### src/rtl/fpa_arb_if.sv
// Bundle of request, adder and response signals between compute clients, the
// shared FP adder and the fpa_arb sequencer.
interface fpa_arb_if;
    logic        req_valid_0, req_valid_1;
    logic        req_ready_0, req_ready_1;
    logic [31:0] req_a_0, req_a_1;
    logic [31:0] req_b_0, req_b_1;
    logic        req_sub_0, req_sub_1;
    logic        fpa_in_vld;
    logic [31:0] fpa_a, fpa_b, fpa_c;
    logic        rsp_valid_0, rsp_valid_1;
    logic        rsp_ready_0, rsp_ready_1;
    logic [31:0] rsp_data_0, rsp_data_1;
    logic        idle;

    modport slave (
        input  req_valid_0, req_valid_1, req_a_0, req_a_1, req_b_0, req_b_1,
               req_sub_0, req_sub_1, fpa_c, rsp_ready_0, rsp_ready_1,
        output req_ready_0, req_ready_1, fpa_in_vld, fpa_a, fpa_b,
               rsp_valid_0, rsp_valid_1, rsp_data_0, rsp_data_1, idle
    );

    modport master (
        output req_valid_0, req_valid_1, req_a_0, req_a_1, req_b_0, req_b_1,
               req_sub_0, req_sub_1, fpa_c, rsp_ready_0, rsp_ready_1,
        input  req_ready_0, req_ready_1, fpa_in_vld, fpa_a, fpa_b,
               rsp_valid_0, rsp_valid_1, rsp_data_0, rsp_data_1, idle
    );
endinterface

### src/rtl/fpa_arb.sv
// Round-robin arbiter feeding a shared fixed-latency FP adder; per-requester
// credits bound in-flight plus stored results so the response FIFOs never overflow.
module fpa_arb #(
    parameter int LAT       = 3,
    parameter int RSP_DEPTH = 4
) (
    input logic      clk,
    input logic      rst_n,
    fpa_arb_if.slave bus
);
    localparam int DATA_W = 32;
    localparam int PW     = $clog2(RSP_DEPTH);
    localparam int CW     = $clog2(RSP_DEPTH + 1);
    localparam logic [CW-1:0] FULL = CW'(RSP_DEPTH);

    logic [CW-1:0]     credit     [2];
    logic [CW-1:0]     credit_nxt [2];
    logic [CW-1:0]     cnt        [2];
    logic [PW-1:0]     wptr       [2];
    logic [PW-1:0]     rptr       [2];
    logic [DATA_W-1:0] mem        [2][RSP_DEPTH];
    logic [1:0]        elig, gnt, pop, wr, rsp_rdy;
    logic              last;
    logic              idle_r;
    logic [DATA_W-1:0] win_a, win_b;
    logic [DATA_W-1:0] a_p0, b_p0;
    logic              tag_vld [LAT+1];
    logic              tag_id  [LAT+1];

    assign rsp_rdy = {bus.rsp_ready_1, bus.rsp_ready_0};
    assign elig[0] = bus.req_valid_0 && (credit[0] < FULL);
    assign elig[1] = bus.req_valid_1 && (credit[1] < FULL);

    // Grant only out of reset; on a tie the requester that did not win last goes.
    always_comb begin
        gnt = 2'b00;
        if (rst_n) begin
            if (&elig) gnt = last ? 2'b01 : 2'b10;
            else       gnt = elig;
        end
    end

    assign win_a = gnt[1] ? bus.req_a_1 : bus.req_a_0;
    assign win_b = gnt[1] ? {bus.req_b_1[DATA_W-1] ^ bus.req_sub_1, bus.req_b_1[DATA_W-2:0]}
                          : {bus.req_b_0[DATA_W-1] ^ bus.req_sub_0, bus.req_b_0[DATA_W-2:0]};

    always_comb begin
        for (int x = 0; x < 2; x++) begin
            pop[x]        = (cnt[x] != '0) && rsp_rdy[x];
            wr[x]         = tag_vld[LAT] && (tag_id[LAT] == x[0]);
            credit_nxt[x] = credit[x] + CW'(gnt[x]) - CW'(pop[x]);
        end
    end

    // Stage p0 is the issue register; tag entry 0 travels with it, entry LAT
    // marks the cycle in which fpa_c belongs to that op.
    always_ff @(posedge clk or negedge rst_n) begin
        if (!rst_n) begin
            last   <= 1'b1;
            a_p0   <= '0;
            b_p0   <= '0;
            idle_r <= 1'b1;
            for (int k = 0; k <= LAT; k++) begin
                tag_vld[k] <= 1'b0;
                tag_id[k]  <= 1'b0;
            end
            for (int x = 0; x < 2; x++) begin
                credit[x] <= '0;
                cnt[x]    <= '0;
                wptr[x]   <= '0;
                rptr[x]   <= '0;
            end
        end else begin
            tag_vld[0] <= |gnt;
            tag_id[0]  <= gnt[1];
            if (|gnt) begin
                last <= gnt[1];
                a_p0 <= win_a;
                b_p0 <= win_b;
            end
            for (int k = 1; k <= LAT; k++) begin
                tag_vld[k] <= tag_vld[k-1];
                tag_id[k]  <= tag_id[k-1];
            end
            for (int x = 0; x < 2; x++) begin
                credit[x] <= credit_nxt[x];
                cnt[x]    <= cnt[x] + CW'(wr[x]) - CW'(pop[x]);
                wptr[x]   <= wptr[x] + PW'(wr[x]);
                rptr[x]   <= rptr[x] + PW'(pop[x]);
            end
            idle_r <= (credit_nxt[0] == '0) && (credit_nxt[1] == '0);
        end
    end

    always_ff @(posedge clk) begin
        for (int x = 0; x < 2; x++)
            if (wr[x]) mem[x][wptr[x]] <= bus.fpa_c;
    end

    assign bus.req_ready_0 = gnt[0];
    assign bus.req_ready_1 = gnt[1];
    assign bus.fpa_in_vld  = tag_vld[0];
    assign bus.fpa_a       = a_p0;
    assign bus.fpa_b       = b_p0;
    assign bus.rsp_valid_0 = (cnt[0] != '0);
    assign bus.rsp_valid_1 = (cnt[1] != '0);
    assign bus.rsp_data_0  = (cnt[0] != '0) ? mem[0][rptr[0]] : '0;
    assign bus.rsp_data_1  = (cnt[1] != '0) ? mem[1][rptr[1]] : '0;
    assign bus.idle        = idle_r;
endmodule
### src/flat_wrapper.sv
// flat-port wrapper written by rule: the top's interface ports become plain ports
module fpa_arb_flat 
#(
    parameter int LAT       = 3,
    parameter int RSP_DEPTH = 4
)
  (clk, rst_n, bus_req_valid_0, bus_req_valid_1, bus_req_a_0, bus_req_a_1, bus_req_b_0, bus_req_b_1, bus_req_sub_0, bus_req_sub_1, bus_fpa_c, bus_rsp_ready_0, bus_rsp_ready_1, bus_req_ready_0, bus_req_ready_1, bus_fpa_in_vld, bus_fpa_a, bus_fpa_b, bus_rsp_valid_0, bus_rsp_valid_1, bus_rsp_data_0, bus_rsp_data_1, bus_idle);
  fpa_arb_if bus_i ();
  input logic clk;
  input logic rst_n;
  input wire logic [$bits(bus_i.req_valid_0)-1:0] bus_req_valid_0;
  input wire logic [$bits(bus_i.req_valid_1)-1:0] bus_req_valid_1;
  input wire logic [$bits(bus_i.req_a_0)-1:0] bus_req_a_0;
  input wire logic [$bits(bus_i.req_a_1)-1:0] bus_req_a_1;
  input wire logic [$bits(bus_i.req_b_0)-1:0] bus_req_b_0;
  input wire logic [$bits(bus_i.req_b_1)-1:0] bus_req_b_1;
  input wire logic [$bits(bus_i.req_sub_0)-1:0] bus_req_sub_0;
  input wire logic [$bits(bus_i.req_sub_1)-1:0] bus_req_sub_1;
  input wire logic [$bits(bus_i.fpa_c)-1:0] bus_fpa_c;
  input wire logic [$bits(bus_i.rsp_ready_0)-1:0] bus_rsp_ready_0;
  input wire logic [$bits(bus_i.rsp_ready_1)-1:0] bus_rsp_ready_1;
  output wire logic [$bits(bus_i.req_ready_0)-1:0] bus_req_ready_0;
  output wire logic [$bits(bus_i.req_ready_1)-1:0] bus_req_ready_1;
  output wire logic [$bits(bus_i.fpa_in_vld)-1:0] bus_fpa_in_vld;
  output wire logic [$bits(bus_i.fpa_a)-1:0] bus_fpa_a;
  output wire logic [$bits(bus_i.fpa_b)-1:0] bus_fpa_b;
  output wire logic [$bits(bus_i.rsp_valid_0)-1:0] bus_rsp_valid_0;
  output wire logic [$bits(bus_i.rsp_valid_1)-1:0] bus_rsp_valid_1;
  output wire logic [$bits(bus_i.rsp_data_0)-1:0] bus_rsp_data_0;
  output wire logic [$bits(bus_i.rsp_data_1)-1:0] bus_rsp_data_1;
  output wire logic [$bits(bus_i.idle)-1:0] bus_idle;
  assign bus_i.req_valid_0 = bus_req_valid_0;
  assign bus_i.req_valid_1 = bus_req_valid_1;
  assign bus_i.req_a_0 = bus_req_a_0;
  assign bus_i.req_a_1 = bus_req_a_1;
  assign bus_i.req_b_0 = bus_req_b_0;
  assign bus_i.req_b_1 = bus_req_b_1;
  assign bus_i.req_sub_0 = bus_req_sub_0;
  assign bus_i.req_sub_1 = bus_req_sub_1;
  assign bus_i.fpa_c = bus_fpa_c;
  assign bus_i.rsp_ready_0 = bus_rsp_ready_0;
  assign bus_i.rsp_ready_1 = bus_rsp_ready_1;
  assign bus_req_ready_0 = bus_i.req_ready_0;
  assign bus_req_ready_1 = bus_i.req_ready_1;
  assign bus_fpa_in_vld = bus_i.fpa_in_vld;
  assign bus_fpa_a = bus_i.fpa_a;
  assign bus_fpa_b = bus_i.fpa_b;
  assign bus_rsp_valid_0 = bus_i.rsp_valid_0;
  assign bus_rsp_valid_1 = bus_i.rsp_valid_1;
  assign bus_rsp_data_0 = bus_i.rsp_data_0;
  assign bus_rsp_data_1 = bus_i.rsp_data_1;
  assign bus_idle = bus_i.idle;
  fpa_arb #(.LAT(LAT), .RSP_DEPTH(RSP_DEPTH)) u_core (.clk(clk), .rst_n(rst_n), .bus(bus_i));
endmodule
### config.mk
export PLATFORM = sky130hd
export DESIGN_NAME = fpa_arb_flat
export DESIGN_NICKNAME = d
export VERILOG_FILES = /design/src/rtl/fpa_arb_if.sv /design/src/rtl/fpa_arb.sv /design/src/flat_wrapper.sv
export SDC_FILE = /design/constraint.sdc
export NUM_CORES = 1
export LEC_CHECK = 0
export CORE_ASPECT_RATIO = 0.6
export CORE_MARGIN = 4
export CORE_UTILIZATION = 47
export CTS_BUF_LIST = sky130_fd_sc_hd__clkbuf_4 sky130_fd_sc_hd__clkbuf_8
export DETAILED_ROUTE_END_ITERATION = 8
export PLACE_DENSITY_LB_ADDON = 0.25
export SETUP_SLACK_MARGIN = 0.4
export SYNTH_ARGS = -nofsm -noshare
export SYNTH_HDL_FRONTEND = slang
export SYNTH_SLANG_ARGS = --single-unit
export TNS_END_PERCENT = 20
### constraint.sdc
create_clock -name clk -period 3.2 [get_ports clk]
set_clock_uncertainty 0.1 [all_clocks]
set_input_delay 0.8 -clock clk [delete_from_list [all_inputs] [get_ports clk]]
set_output_delay 0.8 -clock clk [all_outputs]
set_load 0.005 [all_outputs]
Fig. 1: routing congestion map
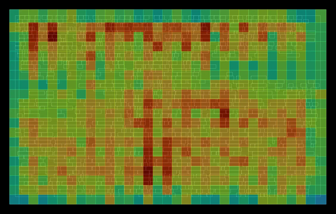
met1 Track Usage GR: 0.315
final cell utilization of the core: 0.672
most used routing layer: met2

Fig. 2: signal wires on met3
Drawn at 1.5 px/um.
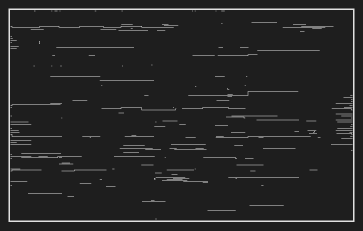
longest straight run: 51.5 um
main direction: horizontal
wire length on this layer: 1900 um
nets with wire on the layer: 122
share of all routed wire: 5.3%
total wire length after detailed routing: 36000 um
routing usage on met3: 0.0463
DR vias: 8352

Fig. 3: drive-strength map
Drawn at 3 px/um.
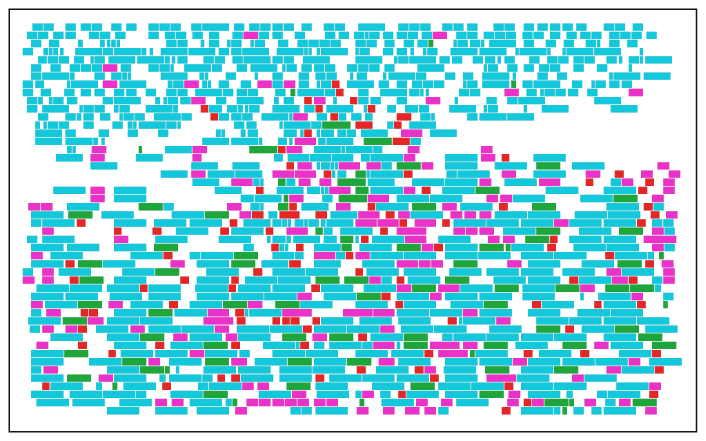
[green] x2 | cells: 91 | share: 7.7%
[cyan] x1 and smaller | cells: 807 | share: 69%
[magenta] x6 and larger | cells: 171 | share: 15%
[red] x3 and x4 | cells: 109 | share: 9.3%
Area growth, synth to finish: 40.9%
count of buffers not belonging to the clock network in the layout: 386
slack of the critical path: 0.0368 ns

Fig. 4: met2 routing
Drawn at 1.5 px/um. Cells faint in the background.
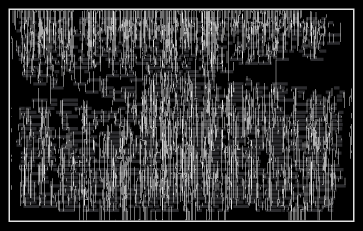
wire length on this layer: 17500 um
longest straight run: 60.5 um
grt met2 use: 0.348

==> flow_results.org <==
#+TITLE: Physical design notes

** Logic synthesis
- Cell accounting for the most synthesized area :: sky130_fd_sc_hd__edfxtp_1
- Synthesis produced a netlist whose cell count is 746.
- The synthesized netlist has a Yosys-reported chip area of 13700 sq um.
- Async set-or-reset flop fraction in the synthesized netlist :: 0.269
- In this run the cell area of the synthesized design comes to 13700 sq um.
- Post-synth area hogs :: sky130_fd_sc_hd__edfxtp_1 56%, sky130_fd_sc_hd__dfrtp_1 17%, sky130_fd_sc_hd__mux4_2 11%
- Area fraction in compound gates :: 0.0405
- Area fraction in xor and xnor cells :: 0.0115
- Simple-gate share of the synthesized area :: 0.0471
- For this design, Yosys synthesis ends with a cell count of 746.
- At floorplan, the net count of the design was reported as 924.
- Of the post-synthesis cell area, the dominant cell type holds 0.560.
- Of the synthesized area, sequential elements account for 0.732.
- After synthesis the netlist holds a flip-flop and latch count of 350.
- Of the total synthesized cell area, the portion taken by full adders, half adders and majority gates is 0.0113.
- sky130_fd_sc_hd__edfxtp_1 is the most common cell in the netlist.
- Yosys mapped a number of flops with a built-in enable equal to 256.
- Mux cell area share :: 0.124
- For this run, the number of Yosys warnings is 0.

** Power
- Post-layout power :: 0.0173 W
- The flow reported a cell area power density of 897 nW/um^2.
- The analysis attributes to cell leakage a power of 7.40 nW.

** Clocking
- Counting the buffers created by CTS gives 50.
- Max H-tree Level :: 2
- Clock input transition at the sequential cells of the worst setup and hold paths :: 0.07 ns
- TritonCTS built the clock tree.
- The root buffer cell chosen for the clock tree is sky130_fd_sc_hd__clkbuf_8.
- As reported, the later end of the worst-skew pair has a clock insertion delay of 0.59 ns.

** Place
- The buffer_ports step reported a buffer count of 301.
- Per the placement report, the placed cell count is 1410.
- The pre-CTS setup check shows a worst slack of -0.0813 ns.
- Routability-driven placement finished with a final weighted congestion of 0.821.
- Placed instance area :: 17300 sq um

** Layout
- After routing the design area is 19300 sq um.
- Total Nets Final :: 1318
- Most common cell after layout, fill and taps aside :: sky130_fd_sc_hd__edfxtp_1
- In the layout the commonest cells are 256 x sky130_fd_sc_hd__edfxtp_1, 230 x sky130_fd_sc_hd__clkdlybuf4s50_1, 89 x sky130_fd_sc_hd__dfrtp_1.
- Of the cells placed in the final design, the portion with a size suffix greater than 1 is 0.315.

** Timing
- Summed over all failing endpoints, the final setup total negative slack is 0 ns.
- In the final report, the number of pins over their slew limit comes to 0.
- The max-slew check reports its worst relative slack as 0.449.
- Setup repair after global routing could not meet its margin everywhere.
- The most critical hold endpoint after final layout shows a slack of 0.167 ns.
- Timing-limited maximum frequency :: 0.316 GHz
- Endpoints with negative setup slack in the final report add up to 0.
- Time the final worst path needs with I/O delays and setup :: 3.16 ns
- For the pin with the worst max-slew slack, the measured transition is 0.826 ns.
- The final timing summary puts the cycle share of the worst path at 0.989.

** Floorplanning
- The die covers 32100 sq um.
- In this run the core area contains 48 standard-cell rows.
- The die is 229 um wide.
- The floorplan step records an initial core utilization of 0.477.
- Floorplan core area :: 28800 sq um
- DIE HEIGHT :: 140 um
- According to the I/O placement log, the pin count is 302.

** Hold path
- HP Class :: input pin to asynchronous set/reset pin

** Flow run
- Max-capacitance violation count :: 0
- OpenROAD emitted warnings numbering 29.

** Setup path
- Of all nets on the critical path, the largest fanout is 4.
- Critical path class :: register to primary output
- Cell with the biggest individual delay on the critical path :: sky130_fd_sc_hd__dfrtp_2
- Critical path launch point :: u_core.rptr[2]
- Cell-by-cell trace of the critical path :: buf_12 -> buf_16 -> buf_6 -> buf_6 -> mux4_2 -> and2_4 -> buf_6
- Kind of end point of the critical path :: primary output
- Per STA, the library cell used most along the worst path is sky130_fd_sc_hd__buf_6.
- The launch point of the worst register-to-register path is recorded as u_core.cnt[1].
- STA classifies the critical path startpoint as a register.
- Per STA, the highest per-stage delay on the worst path measures 0.49 ns.
- Data required time at the worst endpoint :: 2.30 ns

** Outcome
- The run finished with clean final reports.

** Routing
- Number of violations reported at the end of detailed-routing iteration 0 :: 676
- The count of nets left with antenna violations once routing finished came out at 0.
- Dividing the detail-routed wire length by the instance count gives 23.1 um.
- In the routed layout, each cell is associated on average with a via count of 5.37.

** Global route
- Maximum number of pins on one net before global-route repair :: 92
- First-pass GRT wire length :: 53900 um
- Number of global-route vias before repair :: 8826
- Overall fraction of global-route tracks in use :: 0.222
## cell type report
class                      count  area, sq um
sequential                   350        10000
inverter                      50          188
timing repair buffer         386         4210
tap                          375          469
fill                        1953         9430
clock buffer                  71          877
antenna                        1         2.50
clock inverter                19          118
multi-input combinational    302         3420
## where the power goes
group	total, W	switching, W	internal (W)	leakage [nW]
Sequential	0.00614	0.000460	0.00568	3.46
Clock	0.00352	0.00167	0.00185	0.533
Combinational	0.00768	0.00291	0.00477	3.40
## flip-flops by register name, summed over array words and instances (netlist names)
signal,cells
u_core.wptr,4
u_core.bus.fpa_b,32
u_core.rptr,4
u_core.last,1
u_core.cnt,6
u_core.bus.fpa_a,32
u_core.mem,256
u_core.bus.idle,1
u_core.tag_id,4
u_core.bus.fpa_in_vld,1
u_core.credit,6
u_core.tag_vld,3
## final timing paths
kind / end / slack (ns) / cells past startpoint
min in group clk: u_core.tag_vld[0] / 0.25 / 0
max in group asynchronous: u_core.rptr[0] / 2.09 / 2
max reg2reg: u_core.bus.idle / 0.53 / 9
min: u_core.bus.fpa_a[7] / 0.17 / 2
max: bus_rsp_data_0[2] / 0.04 / 7
min reg2reg: u_core.tag_vld[0] / 0.25 / 0
## metal layers
metal	routed length [um]	share of wire
met5	22	0.00061
met4	936	0.026
met3	1900	0.053
met2	17500	0.49
met1	15600	0.43
## what timing repair did
action,4_1_cts,5_1_grt
setup endpoints to repair,68,69
pin swaps,11,27
gates cloned,7,0
setup buffers,40,6
resized,405,31
## worst max-delay path: cells and delay by family, from the launching register on
kind                   cells  cell delay (ns)
buffers and inverters      5             0.60
flip-flops                 1             0.49
multiplexers               1             0.41
AND/OR/NAND/NOR            1             0.18
Power and IR drop assume default switching activity.
